Run 1, M1 wires:
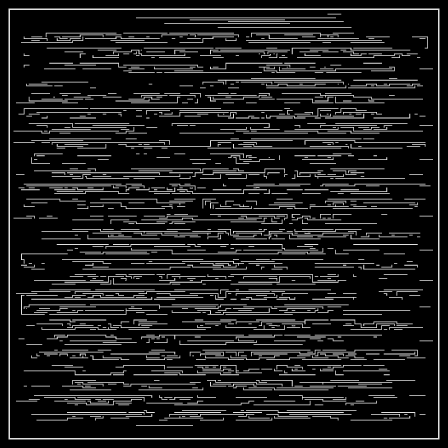
Run 1, signal wires on met2:
Bar = 20 microns.
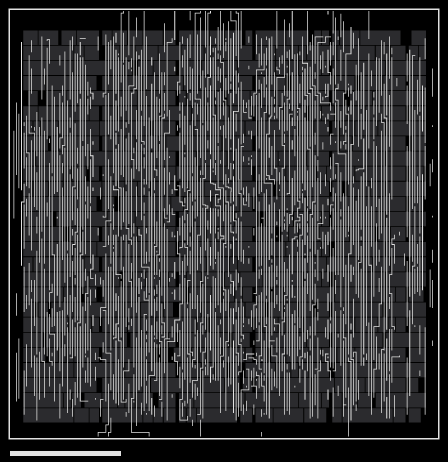
Run 1, signal wires on met3:
Bar = 20 microns.
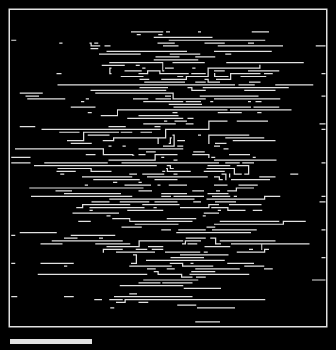
==> src/rtl/race_controller.sv <==
// Race sequencer: starts enabled observer lanes, collects their dones, reports winner/tie/timing.
// Optional run-phase timeout is compiled in with `define RACE_TIMEOUT_EN.
module race_controller #(
  parameter int unsigned N_LANES        = 4,
  parameter int unsigned LW             = $clog2(N_LANES),
  parameter int unsigned TIMEOUT_CYCLES = 1000
) (
  input  logic               clk,
  input  logic               rst,
  input  logic               go,
  input  logic [N_LANES-1:0] lane_en,
  input  logic [N_LANES-1:0] lane_done,
  output logic [N_LANES-1:0] lane_start,
  output logic               busy,
  output logic               result_valid,
  output logic [LW-1:0]      winner,
  output logic               tie,
  output logic [N_LANES-1:0] finish_mask,
  output logic [15:0]        race_cycles,
  output logic               timeout
);

  if (N_LANES < 2 || N_LANES > 16 || TIMEOUT_CYCLES < 1 || TIMEOUT_CYCLES > 65535)
  begin : gen_param_check
    $error("race_controller: parameter out of range");
  end

  localparam logic [N_LANES-1:0] LaneOne = {{(N_LANES-1){1'b0}}, 1'b1};

  // 3-bit encoding leaves spare codes that recover to IDLE.
  typedef enum logic [2:0] {
    StIdle    = 3'd0,
    StRun     = 3'd1,
    StRelease = 3'd2,
    StReport  = 3'd3
  } state_e;

  state_e             state_q, state_d;
  logic [N_LANES-1:0] en_q, en_d;
  logic [N_LANES-1:0] start_q, start_d;
  logic [N_LANES-1:0] finish_q, finish_d;
  logic [LW-1:0]      winner_q, winner_d;
  logic               tie_q, tie_d;
  logic               found_q, found_d;
  logic [15:0]        cyc_q, cyc_d;
  logic [15:0]        race_cycles_q, race_cycles_d;
`ifdef RACE_TIMEOUT_EN
  localparam logic [15:0] TimeoutLim = 16'(TIMEOUT_CYCLES - 1);
  logic               timeout_q, timeout_d;
`endif

  logic [N_LANES-1:0] hits;
  logic               all_done;
  logic               multi_hit;
  logic [LW-1:0]      first_idx;
  logic               accept;
  logic [15:0]        cyc_inc;

  assign hits      = lane_done & en_q;
  assign all_done  = ((finish_q | hits) == en_q);
  assign multi_hit = |(hits & (hits - LaneOne));
  assign accept    = go && (lane_en != '0) && ((lane_done & lane_en) == '0);
  assign cyc_inc   = (cyc_q == 16'hFFFF) ? cyc_q : cyc_q + 16'd1;

  always_comb begin
    first_idx = '0;
    for (int i = int'(N_LANES) - 1; i >= 0; i--) begin
      if (hits[i]) first_idx = LW'(i);
    end
  end

  always_comb begin
    state_d       = state_q;
    en_d          = en_q;
    start_d       = start_q;
    finish_d      = finish_q;
    winner_d      = winner_q;
    tie_d         = tie_q;
    found_d       = found_q;
    cyc_d         = cyc_q;
    race_cycles_d = race_cycles_q;
`ifdef RACE_TIMEOUT_EN
    timeout_d     = timeout_q;
`endif

    case (state_q)
      StIdle: begin
        if (accept) begin
          state_d       = StRun;
          en_d          = lane_en;
          start_d       = lane_en;
          finish_d      = '0;
          winner_d      = '0;
          tie_d         = 1'b0;
          found_d       = 1'b0;
          cyc_d         = '0;
          race_cycles_d = '0;
`ifdef RACE_TIMEOUT_EN
          timeout_d     = 1'b0;
`endif
        end
      end

      StRun: begin
        finish_d = finish_q | hits;
        cyc_d    = cyc_inc;
        if (!found_q && (hits != '0)) begin
          found_d       = 1'b1;
          winner_d      = first_idx;
          tie_d         = multi_hit;
          race_cycles_d = cyc_q;
        end
        if (all_done) begin
          state_d = StRelease;
          start_d = '0;
        end
`ifdef RACE_TIMEOUT_EN
        else if (cyc_q >= TimeoutLim) begin
          state_d   = StRelease;
          start_d   = '0;
          timeout_d = 1'b1;
          if (!found_q && (hits == '0)) begin
            winner_d      = '0;
            tie_d         = 1'b0;
            race_cycles_d = 16'hFFFF;
          end
        end
`endif
      end

      StRelease: begin
        start_d = '0;
        if (hits == '0) state_d = StReport;
      end

      StReport: begin
        state_d = StIdle;
      end

      default: begin
        state_d       = StIdle;
        en_d          = '0;
        start_d       = '0;
        finish_d      = '0;
        winner_d      = '0;
        tie_d         = 1'b0;
        found_d       = 1'b0;
        cyc_d         = '0;
        race_cycles_d = '0;
`ifdef RACE_TIMEOUT_EN
        timeout_d     = 1'b0;
`endif
      end
    endcase
  end

  always_ff @(posedge clk or posedge rst) begin
    if (rst) begin
      state_q       <= StIdle;
      en_q          <= '0;
      start_q       <= '0;
      finish_q      <= '0;
      winner_q      <= '0;
      tie_q         <= 1'b0;
      found_q       <= 1'b0;
      cyc_q         <= '0;
      race_cycles_q <= '0;
    end else begin
      state_q       <= state_d;
      en_q          <= en_d;
      start_q       <= start_d;
      finish_q      <= finish_d;
      winner_q      <= winner_d;
      tie_q         <= tie_d;
      found_q       <= found_d;
      cyc_q         <= cyc_d;
      race_cycles_q <= race_cycles_d;
    end
  end

`ifdef RACE_TIMEOUT_EN
  always_ff @(posedge clk or posedge rst) begin
    if (rst) timeout_q <= 1'b0;
    else     timeout_q <= timeout_d;
  end
  assign timeout = timeout_q;
`else
  assign timeout = 1'b0;
`endif

  assign lane_start   = start_q;
  assign busy         = (state_q != StIdle);
  assign result_valid = (state_q == StReport);
  assign winner       = winner_q;
  assign tie          = tie_q;
  assign finish_mask  = finish_q;
  assign race_cycles  = race_cycles_q;

endmodule

==> config.mk <==
export PLATFORM = sky130hd
export DESIGN_NAME = race_controller
export DESIGN_NICKNAME = d
export VERILOG_FILES = /design/src/rtl/race_controller.sv
export SDC_FILE = /design/constraint.sdc
export NUM_CORES = 1
export LEC_CHECK = 0
export CAP_MARGIN = 40
export CORE_MARGIN = 2
export CORE_UTILIZATION = 48
export DETAILED_ROUTE_END_ITERATION = 16
export GPL_TIMING_DRIVEN = 0
export MAX_ROUTING_LAYER = met4
export PLACE_DENSITY_LB_ADDON = 0.25
export SETUP_SLACK_MARGIN = 0.4
export SYNTH_ARGS = -nofsm -noshare
export SYNTH_HDL_FRONTEND = slang
export SYNTH_SLANG_ARGS = --single-unit
==> constraint.sdc <==
create_clock -name clk -period 1.8 [get_ports clk]
set_input_delay 0.45 -clock clk [delete_from_list [all_inputs] [get_ports clk]]
set_output_delay 0.45 -clock clk [all_outputs]
set_load 0.1 [all_outputs]
==> flow_metrics.rpt, run 1 <==
PHYSICAL IMPLEMENTATION REPORT
----------------------------------------------------
[Worst setup path]
  End point of the critical path ........................ cyc_q[9]$_DFFE_PP0P_
  Worst path required time ........................ 2010 ps
  Cells along the critical path ........................ buf_6 -> and4_4 -> nand4_1 -> nor4b_1 -> a21oi_1 -> o21ai_1
  Kind of cell adding the most delay to the critical path ........................ simple AND/OR/NAND/NOR gates
  Cells on worst reg2reg path ........................ 6
  R2r setup slk ........................ -1000 ps

[Logic synthesis]
  Mapped Nets ........................ 293
  Post-Syn Instances ........................ 276
  Xor+xnor area frac ........................ 0
  EDFF count, synth ........................ 0
  Dominant register cell ........................ sky130_fd_sc_hd__dfrtp_1
  Area share of fa/ha/maj cells after synthesis ........................ 0.0332
  Top post-synthesis cells by area ........................ sky130_fd_sc_hd__dfrtp_1 (49%), sky130_fd_sc_hd__nand2_1 (8.9%), sky130_fd_sc_hd__o21ai_0 (5.3%)

[Clocking]
  Root Buffer ........................ sky130_fd_sc_hd__clkbuf_8
  Clock tree buffer depth ........................ 2
  CTS tree ........................ built
  Number of buffers added for setup after CTS ........................ 53
  Clock-pin slew on the worst setup and hold paths ........................ 100 ps
  Cts bufs inserted ........................ 5
  Post-CTS Hold Fix Bufs ........................ 0
  Clock sink count ........................ 50

[GRT]
  Routing usage on met1 ........................ 0.414
  Pin count of the biggest net entering global routing ........................ 37
  Antenna violations before repair ........................ 0

[Place]
  Setup WS pre-CTS ........................ -952 ps
  Number of buffers inserted by port buffering ........................ 39
  Cell total after placement ........................ 415
  Routability congestion estimate ........................ 0.824
  Post-detailed-placement half-perimeter wirelength ........................ 4.66 mm

[Power and ir drop]
  Static leakage ........................ 0.00234 uW
  Part of the power in registers ........................ 0.174
  Clock power share ........................ 0.069
  Ratio of total power to cell area ........................ 1920 nW/um^2

[Layout]
  Synthesis-to-finish area growth ........................ 96.0%
  Non-clock inverters ........................ 7
  Number of non-clock buffers in the layout ........................ 168
  Fraction of final layout cells sized beyond drive strength 1 ........................ 0.636
  Top logic cells by instance count in the layout ........................ sky130_fd_sc_hd__buf_4 (68), sky130_fd_sc_hd__dfrtp_1 (35), sky130_fd_sc_hd__buf_6 (31), sky130_fd_sc_hd__buf_12 (31), sky130_fd_sc_hd__nand2_1 (30)
  Summed area of non-filler cells in the final layout ........................ 5020 sq um

[Drt]
  Total DRC errors in the routed layout ........................ 0
  Number of vias per cell ........................ 7.08
  Number of nets with antenna violations after routing ........................ 0
  Number of iterations in the first detailed-routing pass ........................ 6
  Metal3 WL ........................ 1.99 mm
  Detailed Route Iter0 Violations ........................ 706

[Final timing]
  Setup-violating endpoint count in the final report ........................ 47
  Worst slew margin relative to its limit ........................ 0.122
  Achievable clock frequency ........................ 357 MHz
  Min setup slack post-route ........................ -1000 ps
  Min Tclk post-route ........................ 2800 ps
  Unrepaired setup endpoints after global routing ........................ true

[Run status]
  Outcome ........................ finished with violations
  Failing checks ........................ negative setup slack

[Floorplan]
  Die ar. ........................ 5940 sq um

[Hold path]
  Min-Delay Startpoint ........................ lane_en[1]
  Number of stages on the worst hold path ........................ 2

[Flow run]
  Max-capacitance violation count ........................ 0

----------------------------------------------------
## Picture notes: 'M1 wires'
The wires run mostly horizontal. The longest straight run is 35.9 microns.

## Picture notes: 'signal wires on met2'
The layer carries 6770 microns of wire. 435 nets have wire on it. The wires run mostly vertical. The longest straight run is 44.4 microns.
total number of vias: 3627
GR met2 Demand/Resource: 0.560
Post-Route WL: 15.4 mm

## Picture notes: 'signal wires on met3'
The longest straight run is 43.0 microns. The layer holds 13% of the routed length. The layer carries 1990 microns of wire. 171 nets have wire on it. The wires run mostly horizontal.
met3 track demand over resource in global routing: 0.0812

==> run 2, diff against run 1 <==
--- a/config.mk
+++ b/config.mk
@@ -9,6 +9,7 @@
 export CORE_MARGIN = 2
 export CORE_UTILIZATION = 48
 export DETAILED_ROUTE_END_ITERATION = 16
+export GPL_ROUTABILITY_DRIVEN = 1
 export GPL_TIMING_DRIVEN = 0
 export MAX_ROUTING_LAYER = met4
 export PLACE_DENSITY_LB_ADDON = 0.25
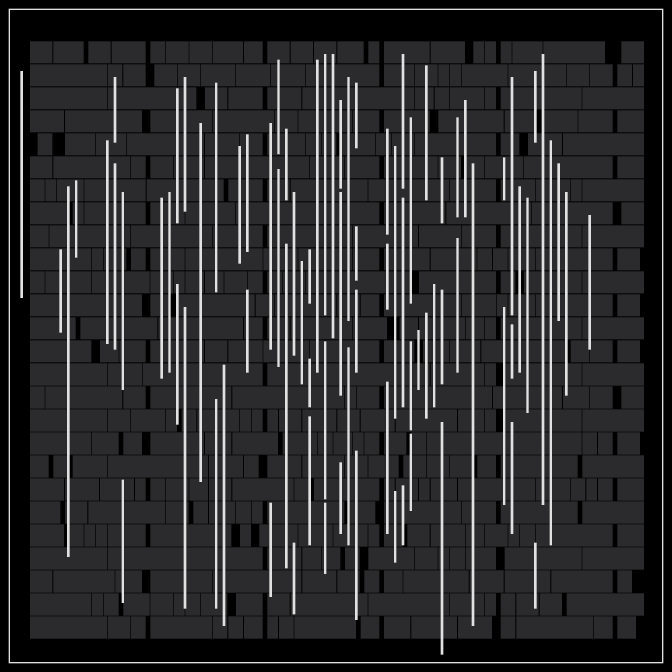
Run 2: M4 wires
The wires run mostly vertical. The layer carries 1560 microns of wire. 74 nets have wire on it. The longest straight run is 54.4 microns. The layer holds 10% of the routed length.

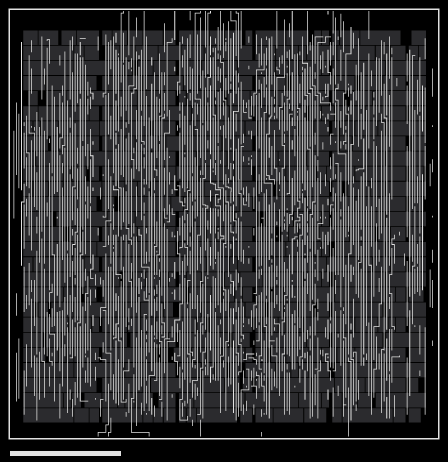
Run 2: signal wires on met2
Bar = 20 microns.
The longest straight run is 44.4 microns. The layer carries 6770 microns of wire. The layer holds 44% of the routed length. 435 nets have wire on it. The wires run mostly vertical.

==> flow_metrics.rpt, run 2 <==
PHYSICAL IMPLEMENTATION REPORT
----------------------------------------------------
[Run status]
  Outcome ........................ finished with violations
  Failing checks ........................ negative setup slack

[Clocking]
  Clock sink count ........................ 50
  Root Buffer ........................ sky130_fd_sc_hd__clkbuf_8
  CTS tree ........................ built
  Clock tree buffer depth ........................ 2
  Cts bufs inserted ........................ 5
  Post-CTS Hold Fix Bufs ........................ 0
  Clock-pin slew on the worst setup and hold paths ........................ 100 ps
  Number of buffers added for setup after CTS ........................ 53

[Layout]
  Sequential cell area ........................ 1270 sq um
  Portion of the layout cell area used by non-clock buffers ........................ 0.360
  Top logic cells by instance count in the layout ........................ sky130_fd_sc_hd__buf_4 (68), sky130_fd_sc_hd__dfrtp_1 (35), sky130_fd_sc_hd__buf_6 (31), sky130_fd_sc_hd__buf_12 (31), sky130_fd_sc_hd__nand2_1 (30)
  Summed area of non-filler cells in the final layout ........................ 5020 sq um
  Non-clock inverters ........................ 7
  Sequential fraction of total cell area ........................ 0.253
  Fraction of area in clock buffers and inverters ........................ 0.0159
  Synthesis-to-finish area growth ........................ 96.0%
  Fraction of final layout cells sized beyond drive strength 1 ........................ 0.636
  Number of non-clock buffers in the layout ........................ 168

[Drt]
  Number of iterations in the first detailed-routing pass ........................ 6
  Total DRC errors in the routed layout ........................ 0
  Post-Route WL ........................ 15.4 mm
  Number of nets with antenna violations after routing ........................ 0
  Metal3 WL ........................ 1.99 mm
  Number of vias per cell ........................ 7.08
  Detailed Route Iter0 Violations ........................ 706
  Total number of vias ........................ 3627

[Logic synthesis]
  Share of synthesized registers carrying an async set or reset ........................ 1.00
  Xor+xnor area frac ........................ 0
  Mapped Nets ........................ 293
  Flops out of synthesis ........................ 50
  Post-synthesis share of cell area spent on and-or and or-and gates ........................ 0.190
  EDFF count, synth ........................ 0
  Area share of fa/ha/maj cells after synthesis ........................ 0.0332
  Top post-synthesis cells by area ........................ sky130_fd_sc_hd__dfrtp_1 (49%), sky130_fd_sc_hd__nand2_1 (8.9%), sky130_fd_sc_hd__o21ai_0 (5.3%)
  Max-area cell share ........................ 0.488

[Final timing]
  Worst slew margin relative to its limit ........................ 0.122
  Worst Hold Slack ........................ 397 ps
  Setup-violating endpoint count in the final report ........................ 47
  Min setup slack post-route ........................ -1000 ps
  Min Tclk post-route ........................ 2800 ps
  Unrepaired setup endpoints after global routing ........................ true

[Place]
  Setup WS pre-CTS ........................ -952 ps
  Number of buffers inserted by port buffering ........................ 39
  Post-detailed-placement half-perimeter wirelength ........................ 4.66 mm
  Cell total after placement ........................ 415
  Routability congestion estimate ........................ 0.824

[Worst setup path]
  R2r setup slk ........................ -1000 ps
  Endpoint of the worst register-to-register path ........................ cyc_q[9]$_DFFE_PP0P_
  End point of the critical path ........................ cyc_q[9]$_DFFE_PP0P_
  Worst path required time ........................ 2010 ps
  Path length in cells of the critical path ........................ 6
  Cells on worst reg2reg path ........................ 6
  Cells along the critical path ........................ buf_6 -> and4_4 -> nand4_1 -> nor4b_1 -> a21oi_1 -> o21ai_1

[GRT]
  GR met2 Demand/Resource ........................ 0.560
  Pin count of the biggest net entering global routing ........................ 37
  Met3 track demand over resource in global routing ........................ 0.0812
  Antenna violations before repair ........................ 0

[Floorplan]
  Ports ........................ 41
  Die ar. ........................ 5940 sq um
  Total number of tap cells ........................ 70

[Hold path]
  Number of stages on the worst hold path ........................ 2
  Min-Delay Startpoint ........................ lane_en[1]
  Worst hold path type ........................ in -> reg

[Power and ir drop]
  Ratio of total power to cell area ........................ 1920 nW/um^2
  Clock power share ........................ 0.069
  Part of the power in registers ........................ 0.174
  Static leakage ........................ 0.00234 uW

[Flow run]
  Max-capacitance violation count ........................ 0

----------------------------------------------------
Run 2, signal wires on met3:
Bar = 20 microns.
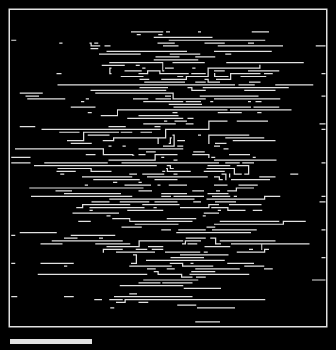

==> run 3, diff against run 2 <==
--- a/config.mk
+++ b/config.mk
@@ -7,7 +7,7 @@
 export LEC_CHECK = 0
 export CAP_MARGIN = 40
 export CORE_MARGIN = 2
-export CORE_UTILIZATION = 48
+export CORE_UTILIZATION = 55
 export DETAILED_ROUTE_END_ITERATION = 16
 export GPL_ROUTABILITY_DRIVEN = 1
 export GPL_TIMING_DRIVEN = 0
==> constraint.sdc (replaced) <==
create_clock -name clk -period 3.4 [get_ports clk]
set_input_delay 0.85 -clock clk [delete_from_list [all_inputs] [get_ports clk]]
set_output_delay 0.85 -clock clk [all_outputs]
set_load 0.1 [all_outputs]
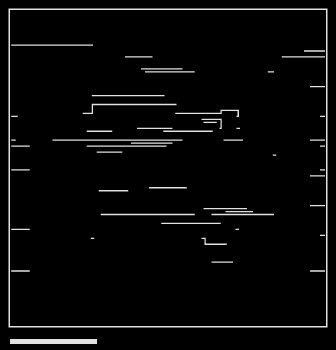
Run 3: signal wires on met3
Bar = 20 microns.
The longest straight run is 29.4 microns. 39 nets have wire on it. The layer carries 343 microns of wire. The layer holds 5.4% of the routed length.

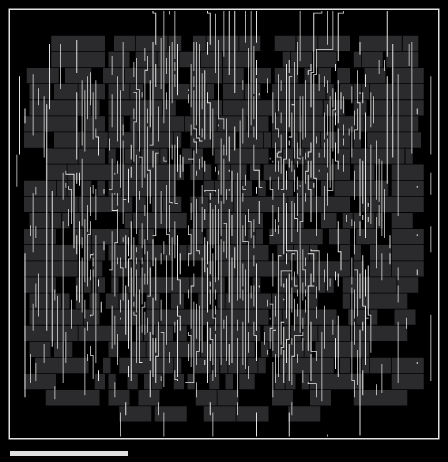
Run 3: signal wires on met2
Bar = 20 microns.
The layer carries 3120 microns of wire. The layer holds 49% of the routed length. The longest straight run is 38.1 microns.

==> flow_metrics.rpt, run 3 <==
PHYSICAL IMPLEMENTATION REPORT
----------------------------------------------------
[Floorplan]
  Total number of tap cells ........................ 52
  Ports ........................ 41

[Power and ir drop]
  Clock power share ........................ 0.102
  Part of the power in registers ........................ 0.264

[Logic synthesis]
  Share of synthesized registers carrying an async set or reset ........................ 1.00
  Dominant register cell ........................ sky130_fd_sc_hd__dfrtp_1
  Top post-synthesis cells by area ........................ sky130_fd_sc_hd__dfrtp_1 (49%), sky130_fd_sc_hd__nand2_1 (8.9%), sky130_fd_sc_hd__o21ai_0 (5.3%)
  Mapped Nets ........................ 293
  Post-Syn Instances ........................ 276
  EDFF count, synth ........................ 0
  Xor+xnor area frac ........................ 0
  Flops out of synthesis ........................ 50

[Worst setup path]
  Cells along the critical path ........................ inv_1 -> ha_1 -> inv_1 -> clkdlybuf4s50_1 -> buf_8
  Path length in cells of the critical path ........................ 5
  Cells on worst reg2reg path ........................ 9
  Kind of cell adding the most delay to the critical path ........................ buffers and inverters
  Worst path required time ........................ 2550 ps

[Final timing]
  Min setup slack post-route ........................ 582 ps
  Worst slew margin relative to its limit ........................ 0.575
  Worst Hold Slack ........................ 481 ps
  Min Tclk post-route ........................ 2820 ps
  Setup-violating endpoint count in the final report ........................ 0

[Clocking]
  Clock-pin slew on the worst setup and hold paths ........................ 80 ps
  Post-CTS Hold Fix Bufs ........................ 0
  CTS tree ........................ built
  Number of buffers added for setup after CTS ........................ 0
  Clock sink count ........................ 50

[Hold path]
  Number of stages on the worst hold path ........................ 2
  Worst hold path type ........................ reg -> reg
  Min-Delay Startpoint ........................ race_cycles[14]$_DFFE_PP0P_

[Place]
  Post-detailed-placement half-perimeter wirelength ........................ 4.75 mm
  Cell total after placement ........................ 397
  Routability congestion estimate ........................ 0.861

[Drt]
  Post-Route WL ........................ 6.37 mm
  Total DRC errors in the routed layout ........................ 0
  Number of vias per cell ........................ 5.89
  Detailed Route Iter0 Violations ........................ 221
  Total number of vias ........................ 2380
  Number of nets with antenna violations after routing ........................ 0

[GRT]
  Routing usage on met1 ........................ 0.371
  GR met2 Demand/Resource ........................ 0.410
  Pin count of the biggest net entering global routing ........................ 34
  Antenna violations before repair ........................ 0

[Layout]
  Fraction of area in clock buffers and inverters ........................ 0.0214
  Synthesis-to-finish area growth ........................ 39.0%
  Portion of the layout cell area used by non-clock buffers ........................ 0.253
  Summed area of non-filler cells in the final layout ........................ 3560 sq um
  Sequential fraction of total cell area ........................ 0.351

[Run status]
  Outcome ........................ finished clean

----------------------------------------------------

==> layout pictures side by side <==
Track usage over the die.
(a)
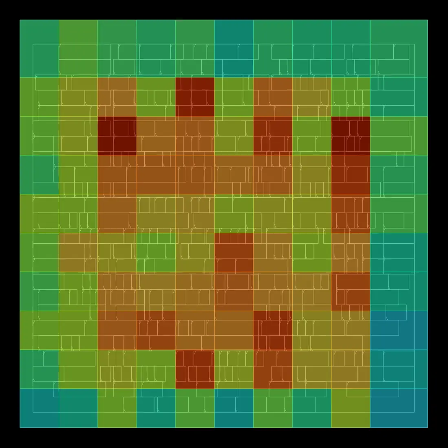
(b)
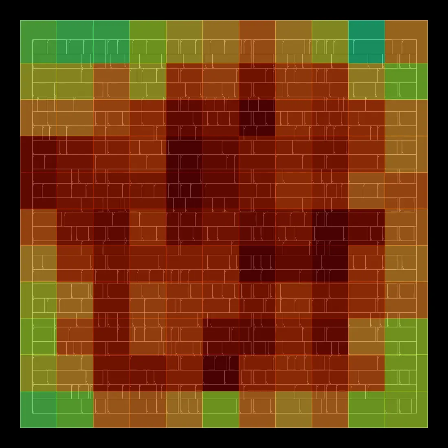
(a) is run 3.
(b) is run 2.
The one with the most wire per cell is (b).
The one with the highest utilization is (b).

Power and IR drop assume default switching activity.
